Design qpsk_modem, sky130hd; sources not shown.
closeup.png
The bar under the picture is 5 um long. Window x 16 to 36, y 26 to 46 um. Cells in gray, sequential cells in the stronger gray; small squares are vias.
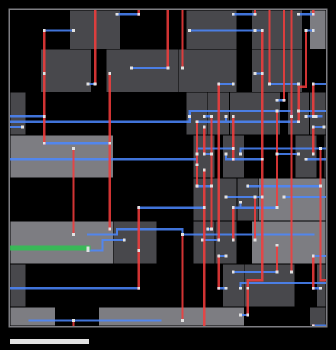
M1: marked blue. M2: marked red. M3: marked green.
25 logic cells have their middle in the window. Most frequent: nand2_1 (7), dlygate4sd2_1 (7), dfrtp_1 (3). Sequential cells in the window: 3.

gates.png
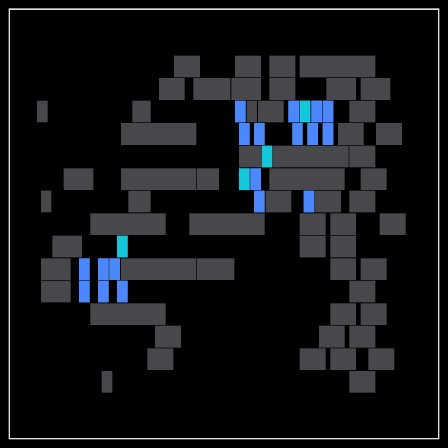
nand cells: marked blue, cells 18, most used nand2_1. inv cells: marked cyan, cells 4, most used inv_1.
most frequent logic cell in the layout: sky130_fd_sc_hd__dlygate4sd2_1
combinational fraction of the cell area: 0.112
tally of non-filler cells in the final layout: 105

pinout.png
The bar under the picture is 20 um long. Pins as bars across the die edge, other pins in gray.
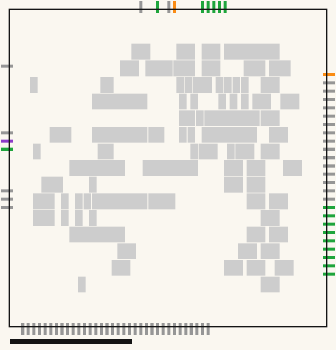
mod_valid_i: marked purple, pins 1, direction input, edge left. mod_data_i: marked orange, pins 2, direction input, edge 1 right, 1 top. mod_i_o: marked green, pins 16, direction output, edge 9 right, 6 top, 1 left.
horizontal die dimension: 51.7 um
DIE HEIGHT: 51.7 um
count of input and output buffers: 41

==> reports/notes.md <==
The run gives 1460 um for the first-pass GRT wire length. The OpenROAD report gives the critical path a data arrival time of 1090 ps. Hold repair after CTS inserted 0 buffers.

The fraction of synthesis flops using an asynchronous set or reset pin was 1.00. The top cell types in the final layout, fill and taps aside, are sky130_fd_sc_hd__dlygate4sd2_1, sky130_fd_sc_hd__nand2_1, sky130_fd_sc_hd__dfrtp_1. Counting every instance in the synthesized netlist gives 63.

Compared with the post-synthesis result, the final layout area differs by 39.6%. The initial antenna violation count is 0, and the number of placed cells counting well taps is 101. The detailed-route wire length came out at 1030 um. The logs give 0.351 for the combinational cell fraction of total power and 0.437 nW for the static leakage power. The area of the multi-input gates came out at 85.1 sq um.

With the synthesized-area fraction occupied by xor and xnor cells at 0, the final weighted congestion of routability-driven global placement is 0.753. For the met3 routing resource usage after global routing, the log shows 0.0544. The critical path start-end classification is flip-flop to output port.

The power density over the cells was 925 nW/um^2. The data required time reported for the critical path is 1200 ps. The mux cell area share after synthesis works out to 0. With the synthesized flop and latch total at 9, the part of the Yosys area used for sequential elements is 0.415. The chip occupies 2670 sq um.

In the final layout, excluding clock inverters the inverter count is 4. The largest total area in the synthesized netlist belongs to sky130_fd_sc_hd__buf_4. For the maximum count of clock buffers along a single path, the log shows 2. Worst IR drop on VDD: 0.457 mV.

By count the netlist is led by sky130_fd_sc_hd__buf_4, sky130_fd_sc_hd__nand2_1, sky130_fd_sc_hd__dfrtp_1. The run gives 60 ps for the clock transition at the register clock pins on the worst setup and hold paths after CTS. Grouping non-sequential cells by family puts the most area in buffers and inverters. By area, the class that comes first in the final layout consists of non-clock buffers. In this run the cell area of the synthesized design comes to 543 sq um.

The run reported a max-capacitance violation count of 0. TritonCTS built the clock tree. STA classifies the critical path endpoint as an output port.

The run gives 3 for the number of clock buffers inserted by TritonCTS. The aoi/oai-family share of the synthesized area came out at 0. The run finished with clean final reports. Combinational cells consume a total of 0.246 mW. In the final run the clock tree shows a worst skew of 0 ps.

The met2 global-route usage was 0.138. The logs give 0 for the antenna violation net count after detailed routing and 0.246 mW for the switching power of the nets. For this run, the final setup violation count is recorded as 0. The instance count on the critical path came out at 1. The fraction of the mapped netlist area in adder cells works out to 0. For the remaining routing DRC violations, the log shows 0. The switching fraction of total power is 0.351.

Summed over all failing endpoints, the final setup total negative slack is 0 ps. Looking at the gate-level netlist, the highest instance count belongs to sky130_fd_sc_hd__buf_4. As reported, the later end of the worst-skew pair has a clock insertion delay of 250 ps. For this run the aggregate overflow at the end of global routing stands at 0.

The flop count is 9. The most heavily used metal layer in global routing was met2. Pins over their slew limit in the final report were tallied at 0.

Average detailed-routed wire length per instance: 9.81 um. The simple logic cell fraction of the synthesized area was 0.136; the internal power of the cells was 0.455 mW. The report lists the cells along the critical path as dlygate4sd2_1. The tightest min-delay check is of the input port to async pin type. The number of clock buffers in the layout is 4.

Averaged over all synthesized cells, the footprint is 8.62 sq um. Flip-flop count of the largest register after layout: 3. The part of the cycle the worst path needs works out to 0.928. The post-placement worst setup slack is 31.7 ps, and the OpenROAD warning count is 56. The routed wirelength on the met1 layer is recorded as 372 um. The portion of the layout cell area used by non-clock buffers came out at 0.495. The tools report the kind of launch point of the worst setup path as a flip-flop. The number of antenna diodes in the final layout is 0.

The final worst-path setup slack was 109 ps. The power consumed by the clock network was 0.178 mW. After synthesis, the design contains 63 cells according to Yosys.

Logic depth along the worst register-to-register path is recorded as 2. The mean number of vias per cell is 3.62. Among cell families on the critical path, the largest total delay comes from flip-flops.

Setup repair after global routing left no endpoint under its margin. Summed over all nets, wire length on met2 after detailed routing comes to 459 um. Across the whole layout, storage elements account for 225 sq um. On the critical path, the stage with the largest delay is an instance of sky130_fd_sc_hd__dfrtp_1.

The worst hold slack after final layout was 343 ps; the worst-path maximum fanout was 10. The post-synth count of flops with an enable pin is 0. In the Yosys stats the netlist draws on 7 distinct library cells. For this run, the leading register cell type out of synthesis is sky130_fd_sc_hd__dfrtp_1. For the met1 track demand over resource, the log shows 0.0675.
No activity file was given, so power comes from the tool's default toggle rates.
